==> run_1/pdn.png <==
Bar = 50 um. Pins as bars on the die edge.
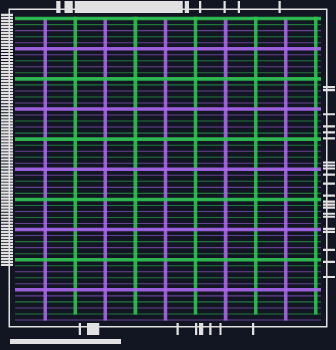
==> run_1/cell_classes.png <==
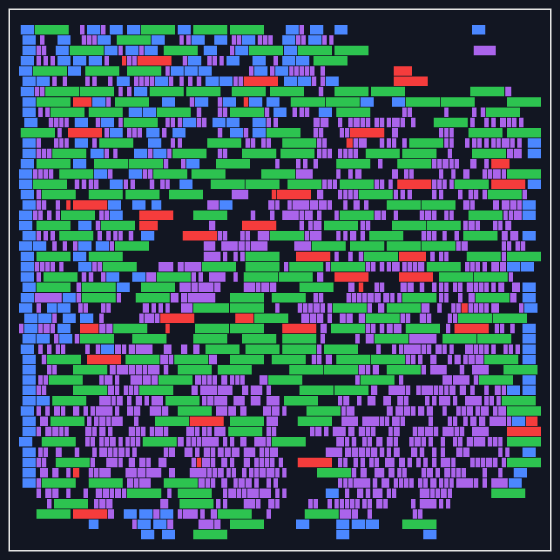
==> run_1/clock_map.png <==
Bar = 50 um.
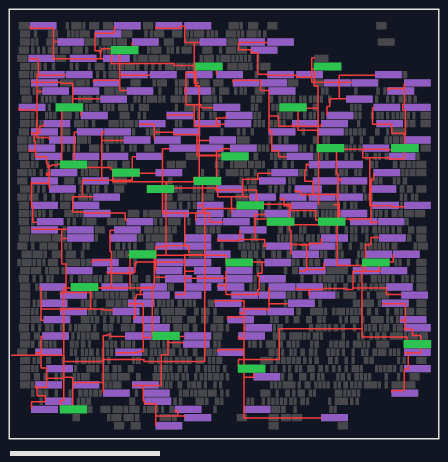
[config.mk]
export PLATFORM = sky130hd
export DESIGN_NAME = group_add_sched
export DESIGN_NICKNAME = d
export VERILOG_FILES = /design/src/rtl/group_add_sched.sv
export SDC_FILE = /design/constraint.sdc
export NUM_CORES = 1
export LEC_CHECK = 0
export ABC_AREA = 1
export CAP_MARGIN = 0
export CORE_MARGIN = 2
export CORE_UTILIZATION = 53
export DETAILED_ROUTE_END_ITERATION = 8
export PLACE_DENSITY = 0.81
export SLEW_MARGIN = 20
export SYNTH_ARGS = -nofsm -noshare
export SYNTH_HDL_FRONTEND = slang
export SYNTH_SLANG_ARGS = --single-unit
[constraint.sdc]
create_clock -name clk -period 9.47 [get_ports clk]
set_input_delay 2.841 -clock clk [delete_from_list [all_inputs] [get_ports clk]]
set_output_delay 2.841 -clock clk [all_outputs]
set_load 0.005 [all_outputs]
[src/rtl/group_add_sched.sv]
// Sequencing controller for the group_add adder pipeline: issues group vectors,
// tracks adder latency with tags, accumulates group sums and buffers words in a credited FIFO.
module group_add_sched #(
  parameter int GROUP_NB    = 4,
  parameter int NUM_WIDTH   = 16,
  parameter int ADD_LAT     = 5,
  parameter int DEPTH_WIDTH = 8,
  parameter int COUNT_WIDTH = 8,
  parameter int FIFO_DEPTH  = 4
) (
  input  logic                          clk,
  input  logic                          rst,
  input  logic                          cfg_valid,
  input  logic [DEPTH_WIDTH-1:0]        cfg_depth,
  input  logic [COUNT_WIDTH-1:0]        cfg_count,
  output logic                          cfg_ready,
  input  logic [NUM_WIDTH*GROUP_NB-1:0] up_data,
  input  logic                          up_valid,
  output logic                          up_ready,
  output logic [NUM_WIDTH*GROUP_NB-1:0] add_data,
  input  logic [NUM_WIDTH-1:0]          add_result,
  output logic [NUM_WIDTH-1:0]          dn_data,
  output logic                          dn_valid,
  input  logic                          dn_ready,
  output logic                          busy
);

  localparam int PW = $clog2(FIFO_DEPTH);
  localparam int CW = PW + 1;

  typedef enum logic [1:0] {
    S_IDLE  = 2'd0,
    S_RUN   = 2'd1,
    S_DRAIN = 2'd2
  } state_t;

  state_t                   r_state;
  state_t                   w_state_next;
  logic [DEPTH_WIDTH-1:0]   r_depth;
  logic [COUNT_WIDTH-1:0]   r_count;
  logic [DEPTH_WIDTH-1:0]   r_term;
  logic [COUNT_WIDTH-1:0]   r_word;
  logic [CW-1:0]            r_credit;
  logic [ADD_LAT:0]         r_tag_vld;
  logic [ADD_LAT:0]         r_tag_first;
  logic [ADD_LAT:0]         r_tag_last;
  logic [NUM_WIDTH-1:0]     r_acc;
  logic [NUM_WIDTH-1:0]     r_mem [FIFO_DEPTH];
  logic [PW-1:0]            r_wr_ptr;
  logic [PW-1:0]            r_rd_ptr;
  logic [CW-1:0]            r_fifo_cnt;

  logic                     w_start;
  logic                     w_hs;
  logic                     w_first;
  logic                     w_last;
  logic                     w_last_word;
  logic                     w_exit_vld;
  logic                     w_push;
  logic                     w_pop;
  logic                     w_in_flight;
  logic                     w_drained;
  logic [NUM_WIDTH-1:0]     w_sum;
  logic                     w_cfg_ready;
  logic                     w_busy;
  logic                     w_up_ready;

  assign w_start     = cfg_valid && (cfg_depth != '0) && (cfg_count != '0);
  assign w_hs        = up_valid && w_up_ready;
  assign w_first     = (r_term == '0);
  assign w_last      = (r_term == r_depth - DEPTH_WIDTH'(1));
  assign w_last_word = (r_word == r_count - COUNT_WIDTH'(1));
  assign w_exit_vld  = r_tag_vld[ADD_LAT];
  assign w_push      = w_exit_vld && r_tag_last[ADD_LAT];
  assign w_pop       = (r_fifo_cnt != '0) && dn_ready;
  assign w_in_flight = |r_tag_vld;
  // Looks one pop ahead so the controller idles right after the FIFO empties.
  assign w_drained   = !w_in_flight &&
                       ((r_fifo_cnt == '0) || ((r_fifo_cnt == CW'(1)) && w_pop));
  assign w_sum       = r_tag_first[ADD_LAT] ? add_result : (r_acc + add_result);

  always_ff @(posedge clk or posedge rst) begin
    if (rst) r_state <= S_IDLE;
    else     r_state <= w_state_next;
  end

  always_comb begin
    w_state_next = r_state;
    case (r_state)
      S_IDLE:  if (w_start) w_state_next = S_RUN;
               else         w_state_next = S_IDLE;
      S_RUN:   if (w_hs && w_last && w_last_word) w_state_next = S_DRAIN;
               else                               w_state_next = S_RUN;
      S_DRAIN: if (w_drained) w_state_next = S_IDLE;
               else           w_state_next = S_DRAIN;
      default: w_state_next = S_IDLE;
    endcase
  end

  always_comb begin
    w_cfg_ready = (r_state == S_IDLE);
    w_busy      = (r_state != S_IDLE);
    w_up_ready  = (r_state == S_RUN) && ((r_term != '0) || (r_credit != '0));
  end

  assign cfg_ready = w_cfg_ready;
  assign busy      = w_busy;
  assign up_ready  = w_up_ready;

  always_ff @(posedge clk or posedge rst) begin
    if (rst) begin
      r_depth  <= '0;
      r_count  <= '0;
      r_term   <= '0;
      r_word   <= '0;
      add_data <= '0;
    end else if ((r_state == S_IDLE) && w_start) begin
      r_depth <= cfg_depth;
      r_count <= cfg_count;
      r_term  <= '0;
      r_word  <= '0;
    end else if (w_hs) begin
      add_data <= up_data;
      if (w_last) begin
        r_term <= '0;
        r_word <= r_word + COUNT_WIDTH'(1);
      end else begin
        r_term <= r_term + DEPTH_WIDTH'(1);
      end
    end
  end

  // One credit per word: taken when its first term is accepted, returned on pop.
  always_ff @(posedge clk or posedge rst) begin
    if (rst) begin
      r_credit <= CW'(FIFO_DEPTH);
    end else begin
      case ({w_hs && w_first, w_pop})
        2'b10:   r_credit <= r_credit - CW'(1);
        2'b01:   r_credit <= r_credit + CW'(1);
        default: r_credit <= r_credit;
      endcase
    end
  end

  always_ff @(posedge clk or posedge rst) begin
    if (rst) begin
      r_tag_vld   <= '0;
      r_tag_first <= '0;
      r_tag_last  <= '0;
      r_acc       <= '0;
    end else begin
      r_tag_vld   <= {r_tag_vld[ADD_LAT-1:0], w_hs};
      r_tag_first <= {r_tag_first[ADD_LAT-1:0], w_first};
      r_tag_last  <= {r_tag_last[ADD_LAT-1:0], w_last};
      if (w_exit_vld) r_acc <= w_sum;
    end
  end

  always_ff @(posedge clk or posedge rst) begin
    if (rst) begin
      for (int i = 0; i < FIFO_DEPTH; i++) r_mem[i] <= '0;
      r_wr_ptr   <= '0;
      r_rd_ptr   <= '0;
      r_fifo_cnt <= '0;
    end else begin
      if (w_push) begin
        r_mem[r_wr_ptr] <= w_sum;
        r_wr_ptr        <= r_wr_ptr + PW'(1);
      end
      if (w_pop) r_rd_ptr <= r_rd_ptr + PW'(1);
      case ({w_push, w_pop})
        2'b10:   r_fifo_cnt <= r_fifo_cnt + CW'(1);
        2'b01:   r_fifo_cnt <= r_fifo_cnt - CW'(1);
        default: r_fifo_cnt <= r_fifo_cnt;
      endcase
    end
  end

  assign dn_data  = r_mem[r_rd_ptr];
  assign dn_valid = (r_fifo_cnt != '0);

endmodule

==> results.env, run 1 <==
RUN_STATUS='finished, final reports clean'
M1WIRELENGTH_UM=10600
MAX_FREQ_GHz=0.161
POST-ROUTE-DRC-COUNT=0
SYNTHCELLS=1271
SYNTHDISTINCTLIBCELLS=41
MAXCAPVIOLCOUNT=0
FLOORPLAN.DIE.HEIGHT_UM=143
R2R_SLACK_NS=6.58
CRITPATHTOPFAMILY='buffers and inverters'
P_PER_AREA_nW_PER_UM2=248
CLK_TRANSITION_REPORTED_PATHS_NS=0.06
GPL.FINAL_WEIGHTED_CONGESTION=0.854
COMB_AREA_SHARE=0.345
HOLD_END='r_tag_last[4]'
VIAS_PER_CELL=5.27
LOG.WARNING_COUNT=35
HTREE_LEVELS=1
LARGEST_STAGE_DELAY_ON_THE_CRITICAL_PATH_NS=1.04
SHARE_OF_SYNTHESIZED_CELL_AREA_IN_FULL_ADDER_HALF_ADDER_AND_MAJORITY_CELLS=0.0408
TRITONCTS='yes'
TOP_CELLS_BY_AREA='dfrtp_1, nand2_1, nand3_1, ha_1, inv_1'
POWERSEQ_mW=1.20
WORST_HOLD_PATH_TYPE='flip-flop to flip-flop'
CRIT_PATH_END_KIND='primary output'
DR_WL_MET2_UM=12000
POWER.SHARE.COMBINATIONAL=0.352
ANTENNA_FOUND_INITIAL=0
POST_SYNTHESIS_SHARE_OF_CELL_AREA_SPENT_ON_AND_OR_NAND_AND_NOR_GATES=0.301
WL_PER_CELL_UM=14.9
About pdn.png:
- VDD: green
- VSS: purple
- rows: 50
- met5 straps: 10
- signal pins: 185
- met1 rails: 51
- met4 straps: 10

About cell_classes.png:
- clock drivers and dummy loads: red (cells 41; share of their area 5.8%)
- all other logic: purple (cells 1021; share of their area 38%)
- other buffers and delay cells: blue (cells 187; share of their area 15%)
- flip-flops: green (cells 206; share of their area 41%)

About clock_map.png:
- flip-flops: purple (count 206)
- clock wires: red (length 2640 um)
- cells driving clock nets: green (count 23)
- routed clock nets: 24
power drawn by the clock network: 856 uW
setup skew after layout: 0.0152 ns
insertion delay at the late pin of the worst-skew pair: 0.52 ns
Clk network pwr share: 0.269

==> run 2, diff against run 1 <==
--- a/config.mk
+++ b/config.mk
@@ -8,9 +8,9 @@
 export ABC_AREA = 1
 export CAP_MARGIN = 0
 export CORE_MARGIN = 2
-export CORE_UTILIZATION = 53
+export CORE_UTILIZATION = 48
 export DETAILED_ROUTE_END_ITERATION = 8
-export PLACE_DENSITY = 0.81
+export PLACE_DENSITY = 0.77
 export SLEW_MARGIN = 20
 export SYNTH_ARGS = -nofsm -noshare
 export SYNTH_HDL_FRONTEND = slang
==> constraint.sdc (replaced) <==
create_clock -name clk -period 5.3 [get_ports clk]
set_input_delay 1.59 -clock clk [delete_from_list [all_inputs] [get_ports clk]]
set_output_delay 1.59 -clock clk [all_outputs]
set_load 0.005 [all_outputs]
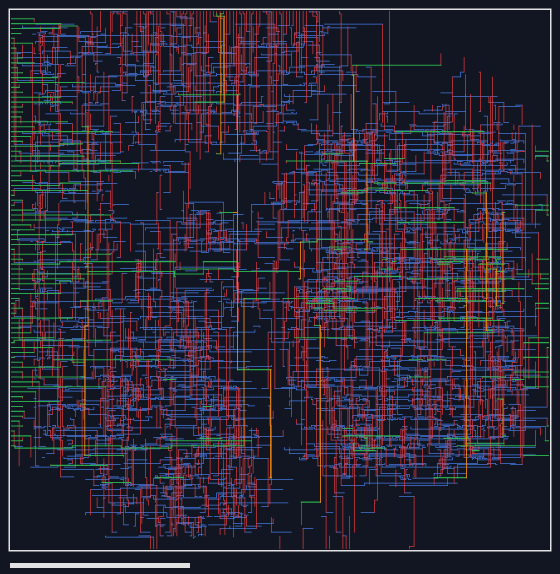
(run_2/metal_stack.png)
Bar = 50 um.
- met4: orange (wire length 557 um)
- met1: blue (wire length 10700 um)
- met2: red (wire length 12300 um)
- met3: green (wire length 2000 um)

==> run 2 against run 1 <==
Count of clock-buffer cells in the layout up 1. Global-route usage shrank 2.3 points. Die size is 10% higher. Clock skew is 0.010 ns lower. Cell count up 2.7%. Setup slack worse by 2.3 ns. Sequential cell count unchanged. Hold slack worse by 0.0019 ns. Critical path type unchanged. Critical endpoint unchanged.
==> results.env, run 2 <==
RUN_STATUS='finished, final reports clean'
VIAS=8790
GLOBALROUTEMET3UTIL=0.0534
SYNTHDISTINCTLIBCELLS=41
LOG.WARNING_COUNT=35
FLOORPLAN.DIE.HEIGHT_UM=150
FINAL.SIGNAL_BUFFER_COUNT=191
POWERSEQ_mW=2.12
MAX_FREQ_GHz=0.230
GPL.FINAL_WEIGHTED_CONGESTION=0.856
FLOP_AREA_UM2=5160
TOP_CELLS_BY_AREA='dfrtp_1, nand2_1, nand3_1, ha_1, inv_1'
CLK_TRANSITION_REPORTED_PATHS_NS=0.06
INSERTION_DELAY_AT_THE_LATE_PIN_OF_THE_WORST_SKEW_PAIR_NS=0.51
MAXCAPVIOLCOUNT=0
TIMING_WORST_SLEW_PIN_VALUE_NS=1.03
CRIT_PATH_END_KIND='primary output'
GRT_MAX_DEGREE=142
HOLD_END='r_tag_first[1]'
DR_WL_MET2_UM=12300
WORST_CLOCK_SKEW_NS=0.00521
SHARE_OF_SYNTHESIZED_CELL_AREA_IN_FULL_ADDER_HALF_ADDER_AND_MAJORITY_CELLS=0.0408
CRITPATHTOPFAMILY='buffers and inverters'
COMB_AREA_SHARE=0.342
SEQ_AREA_FRAC_SYNTH=0.507
POWER.SHARE.CLOCK=0.279
WL_PER_CELL_UM=14.7
VIAS_PER_CELL=5.07
SYNTHCELLS=1271
P_CLK_mW=1.62
HTREE_LEVELS=1
P_PER_AREA_nW_PER_UM2=447
TRITONCTS='yes'
POST_SYNTHESIS_SHARE_OF_CELL_AREA_SPENT_ON_AND_OR_NAND_AND_NOR_GATES=0.301
ANTENNA_FOUND_INITIAL=0
M1WIRELENGTH_UM=10700
POWER.SHARE.COMBINATIONAL=0.355
Power and IR drop assume default switching activity.
